==> config.mk <==
export PLATFORM = sky130hd
export DESIGN_NAME = axi_wr_responder
export DESIGN_NICKNAME = d
export VERILOG_FILES = /design/src/rtl/axi_pkg.sv /design/src/rtl/axi_addr_gen.sv /design/src/rtl/axi_wr_responder.sv
export SDC_FILE = /design/constraint.sdc
export NUM_CORES = 1
export LEC_CHECK = 0
export ABC_AREA = 1
export CORE_MARGIN = 10
export CORE_UTILIZATION = 35
export CTS_CLUSTER_DIAMETER = 60
export DETAILED_ROUTE_END_ITERATION = 8
export PLACE_DENSITY = 0.67
export SLEW_MARGIN = 20
export SYNTH_ARGS = -nofsm -noshare
export SYNTH_HDL_FRONTEND = slang
export SYNTH_SLANG_ARGS = --single-unit
==> constraint.sdc <==
create_clock -name i_clk -period 4.8 [get_ports i_clk]
set_input_delay 0.48 -clock i_clk [delete_from_list [all_inputs] [get_ports i_clk]]
set_output_delay 0.48 -clock i_clk [all_outputs]
set_load 0.02 [all_outputs]
### M3 wires, run 1

Scale: 1.5 px per µm.
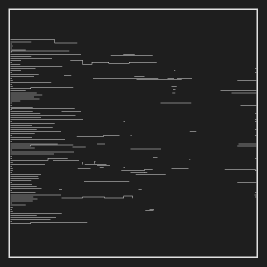
- main direction: horizontal
- wire length on this layer: 2130 µm
- share of all routed wire: 9.8%
- nets with wire on the layer: 135
grt met3 use: 7.69%
DRT Wirelength: 21800 µm

### Congestion heat map, run 1

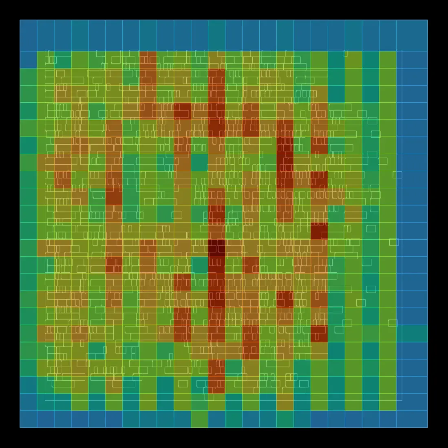
global routing's busiest layer: met2
final core area utilization: 47.4%
met1 GRT Util: 20.5%

### Gate-type map, run 1

Scale: 3 px per µm.
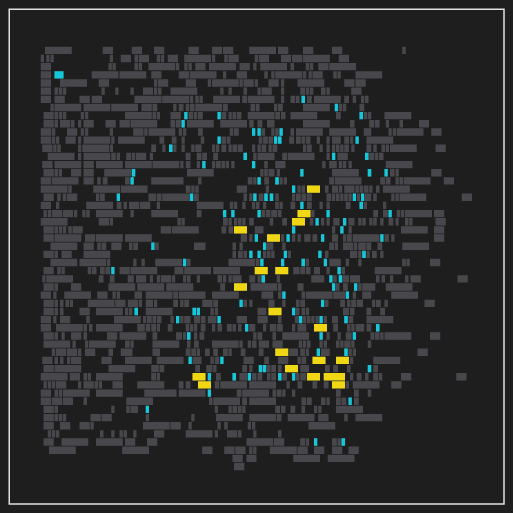
- yellow: adder and majority cells (cells 19)
- cyan: inverters (cells 104)
logic share of the area: 36.0%
dominant logic cell type in the layout: nand2_1
Finished Layout Cells: 1435

### Cells by drive strength, run 1

Scale: 3 px per µm.
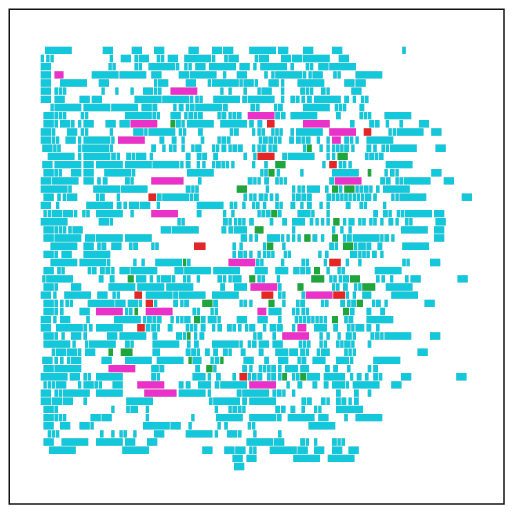
- green: drive 2 (cells 39; most used nand2_2)
- cyan: drive 1 or less (cells 1090; most used nand2_1)
- magenta: drive 6 and up (cells 23; most used clkbuf_16)
- red: drive 3 to 4 (cells 13)
area grow syn2layout: 32.1%
post-route cell area: 9640 µm²
post-route setup slack: 1.69 ns
Buffers, non-clock: 163

==> summary.txt, run 1 <==
run metrics: Critical Path RT=5.11 ns, post-route setup TNS=0 ns, initial antenna violation count=1, Power, Total=6.50 mW, Tmin final=3.11 ns, Sw Share=44.6%, total core area=20400 µm², run status=finished clean, hold crit path type=register to register, measured slew at the worst slew-check pin=0.996 ns, Worst Path Arrival=3.42 ns, Register-to-Register Path Depth=13, P_int=3.60 mW, simple share=33.9%, antenna fix cells=0, setup bufs post-CTS=0, Fmax=0.322 GHz, Post-DP Area=9080 µm², crit end category=register, largest class=multi-input combinational cells, Cell Area, Synth=7300 µm², critical path cell sequence=clkinv_1 -> o21ai_0 -> inv_1 -> ha_1 -> nand2_2 -> nor2_1 -> nand2_1 -> nand3_1 -> nand2_1 -> nand2_1 -> nand3_1 -> nand3_1 -> nand2_1, yosys cell count=1008, mi-comb count=738, Clock-cell share=5.83%, synthesized area per cell=7.24 µm², Final period util=64.8%, share of layout cells above drive strength 1=6.44%, Reg area=3250 µm², GR Util met2=25.5%, Seq. pwr=1.99 mW, xor/xnor share=1.08%, FP Util=35.8%, P_sw=2.90 mW, vias in the first global route=6822
==> inputs of run 2 (changes only) <==
==> constraint.sdc (replaced) <==
create_clock -name i_clk -period 3 [get_ports i_clk]
set_input_delay 0.3 -clock i_clk [delete_from_list [all_inputs] [get_ports i_clk]]
set_output_delay 0.3 -clock i_clk [all_outputs]
set_load 0.02 [all_outputs]
### Cells by drive strength, run 2

Scale: 3 px per µm.
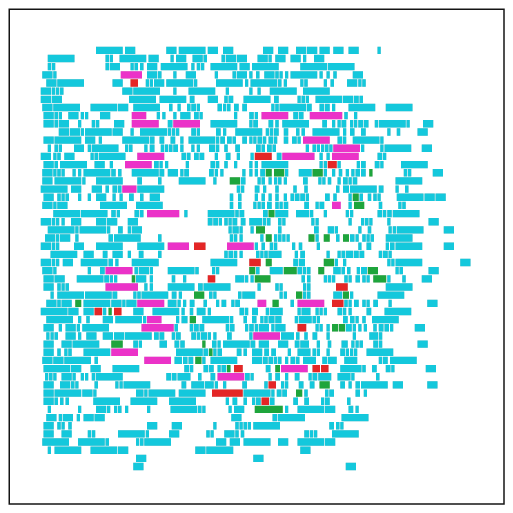
- magenta: drive 6 and up (cells 29; most used clkbuf_16)
- red: drive 3 to 4 (cells 17; most used buf_4)
- cyan: drive 1 or less (cells 1085; most used nand2_1)
- green: drive 2 (cells 40; most used nand2_2)
area grow syn2layout: 34.6%
post-route cell area: 9820 µm²

### M3 wires, run 2

Scale: 1.5 px per µm.
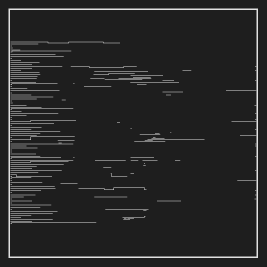
- nets with wire on the layer: 140
- longest straight run: 56.1 µm
- share of all routed wire: 10%
- wire length on this layer: 2310 µm
- main direction: horizontal
DRT Wirelength: 22200 µm
vias: 6839
grt met3 use: 7.84%

==> summary.txt, run 2 <==
run metrics: run status=finished clean, P_int=6.16 mW (+71%), simple share=33.9% (unchanged), Critical Path RT=3.30 ns (-1.81 ns), logic share of the area=35.5% (-0.56 points), Seq. pwr=3.16 mW (+59%), Sw Share=43.1% (-1.4 points), synthesized area per cell=7.24 µm² (unchanged), largest class=multi-input combinational cells, crit end category=register, Clock-cell share=6.81% (+0.99 points), Final period util=89.1% (+24 points), setup bufs post-CTS=0 (unchanged), Worst Path Arrival=2.98 ns (-0.44 ns), FP Util=35.8% (unchanged), Cell Area, Synth=7300 µm² (unchanged), final core area utilization=48.2% (+0.88 points), mi-comb count=738 (unchanged), Fmax=0.374 GHz (+16%), measured slew at the worst slew-check pin=0.851 ns (-0.145 ns), Post-DP Area=9140 µm² (+0.59%), hold crit path type=input pin to asynchronous set/reset pin, xor/xnor share=1.08% (unchanged), total core area=20400 µm² (unchanged), GR Util met2=26.5% (+1.0 points), post-route setup TNS=0 ns (unchanged), share of layout cells above drive strength 1=7.34% (+0.91 points), vias in the first global route=7059 (+3.5%), antenna fix cells=0 (unchanged), Buffers, non-clock=167 (+2.5%), Register-to-Register Path Depth=15 (+2), Tmin final=2.67 ns (-0.436 ns), Reg area=3260 µm² (+0.15%), Power, Total=10.8 mW (+67%), global routing's busiest layer=met2
==> inputs of run 3 (changes only) <==
==> constraint.sdc (replaced) <==
create_clock -name i_clk -period 3.1 [get_ports i_clk]
set_input_delay 0.31 -clock i_clk [delete_from_list [all_inputs] [get_ports i_clk]]
set_output_delay 0.31 -clock i_clk [all_outputs]
set_load 0.02 [all_outputs]
### Cells by drive strength, run 3

Scale: 3 px per µm.
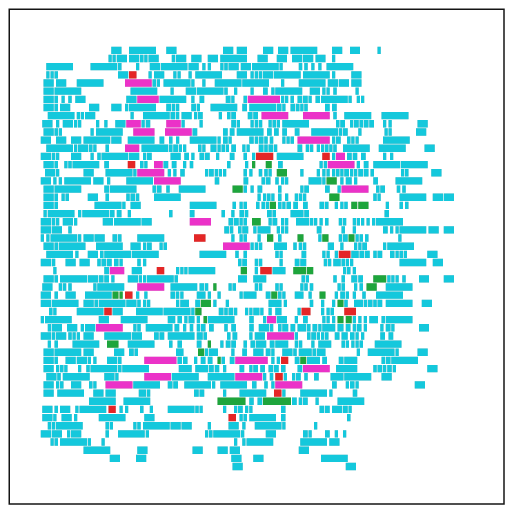
- green: drive 2 (cells 37; most used nand2_2)
- red: drive 3 to 4 (cells 17; most used buf_4)
- cyan: drive 1 or less (cells 1089; most used nand2_1)
- magenta: drive 6 and up (cells 31; most used clkbuf_16)
area grow syn2layout: 34.6%
Buffers, non-clock: 170

### M3 wires, run 3

Scale: 1.5 px per µm.
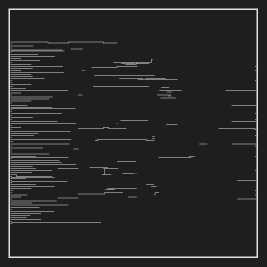
- nets with wire on the layer: 140
- main direction: horizontal
- wire length on this layer: 2320 µm
- longest straight run: 59.1 µm
- share of all routed wire: 11%
vias: 6828
DRT Wirelength: 21900 µm
grt met3 use: 8.19%

==> summary.txt, run 3 <==
run metrics: run status=finished clean, synthesized area per cell=7.24 µm² (unchanged), distinct lib cells=41, placed insts=1412, Clock buffer cells=22, Cell Area, Synth=7300 µm² (unchanged), CP max stage cell=dfrtp_2, Fmax=0.360 GHz (-3.7%), Rel. slew slack=43.1%, hold_buf cts=0, Sw Share=43.3% (+0.12 points), share of layout cells above drive strength 1=7.24% (-0.10 points), global routing's busiest layer=met2, simple share=33.9% (unchanged), CTS buffer count=17, post-CTS sizing=0, Clock-cell share=6.66% (-0.16 points), logic share of the area=35.3% (-0.12 points), largest class=multi-input combinational cells, critical path cell sequence=nor2_1 -> inv_1 -> nor3_1 -> ha_1 -> fa_1 -> nand3_1 -> nand3_1 -> nand2_1 -> nand3_1 -> nand2_1 -> nand2_1 -> nand2_1 -> nand2_1 -> nand3_1 -> nand2_1, Floorplan Nets=1118, mi-comb count=738 (unchanged), Worst Setup Start Kind=register, number of enable flip-flop cells=0, GR Util met2=25.3% (-1.2 points), Reg area=3260 µm² (about the same), Tmin final=2.78 ns (+0.104 ns), max_cap viols=0, FP Util=35.8% (unchanged), final net count=1271, total core area=20400 µm² (unchanged), final core area utilization=48.3% (about the same), antenna fix cells=0 (unchanged), hold crit path type=input pin to asynchronous set/reset pin, chip area=27000 µm², antenna viol nets, final=0, Finished Layout Cells=1444, Final period util=89.6% (+0.47 points), yosys cell count=1008, Synth Area in Compound Gates=8.19%, dominant logic cell type in the layout=nand2_1, Chip Area, Yosys=7300 µm², Late-Pin Clk Latency=0.42 ns, vias in the first global route=6779 (-4.0%), drt pass-1 iters=5, xor/xnor share=1.08% (unchanged), Critical Path RT=3.41 ns (+0.11 ns), setup bufs post-CTS=0 (unchanged), largest net degree at the start of global routing=77, post-route setup TNS=0 ns (unchanged), initial antenna violation count=0, Cells after Synth=1008, Combinational Power Share=49.2%, Seq. pwr=3.05 mW (-3%), ys async rst share=100%, max incr delay on CP=0.55 ns, Final Max Slew Viols=0, Worst Path Arrival=3.09 ns (+0.11 ns), chip height=164 µm, Register-to-Register Path Depth=15 (unchanged), Power, Total=10.4 mW (-4.1%), Post-DP Area=9170 µm² (+0.38%), measured slew at the worst slew-check pin=0.853 ns (+0.00222 ns), CP most frequent cell=nand2_1, RSZ-0062 raised after global routing=no, Buf+Inv Stages, Crit Path=1, met2 WL=9840 µm, crit end category=register, non-clk buf share=17.4%, P_int=5.89 mW (-4.3%), post-route cell area=9830 µm² (about the same), top cells by area=dfrtp_1 (45%), nand2_1 (21%), inv_1 (5.0%), nand3_1 (4.4%), o21ai_0 (4.4%), Commonest flop=dfrtp_1
Power is estimated from default activity; no workload was simulated.
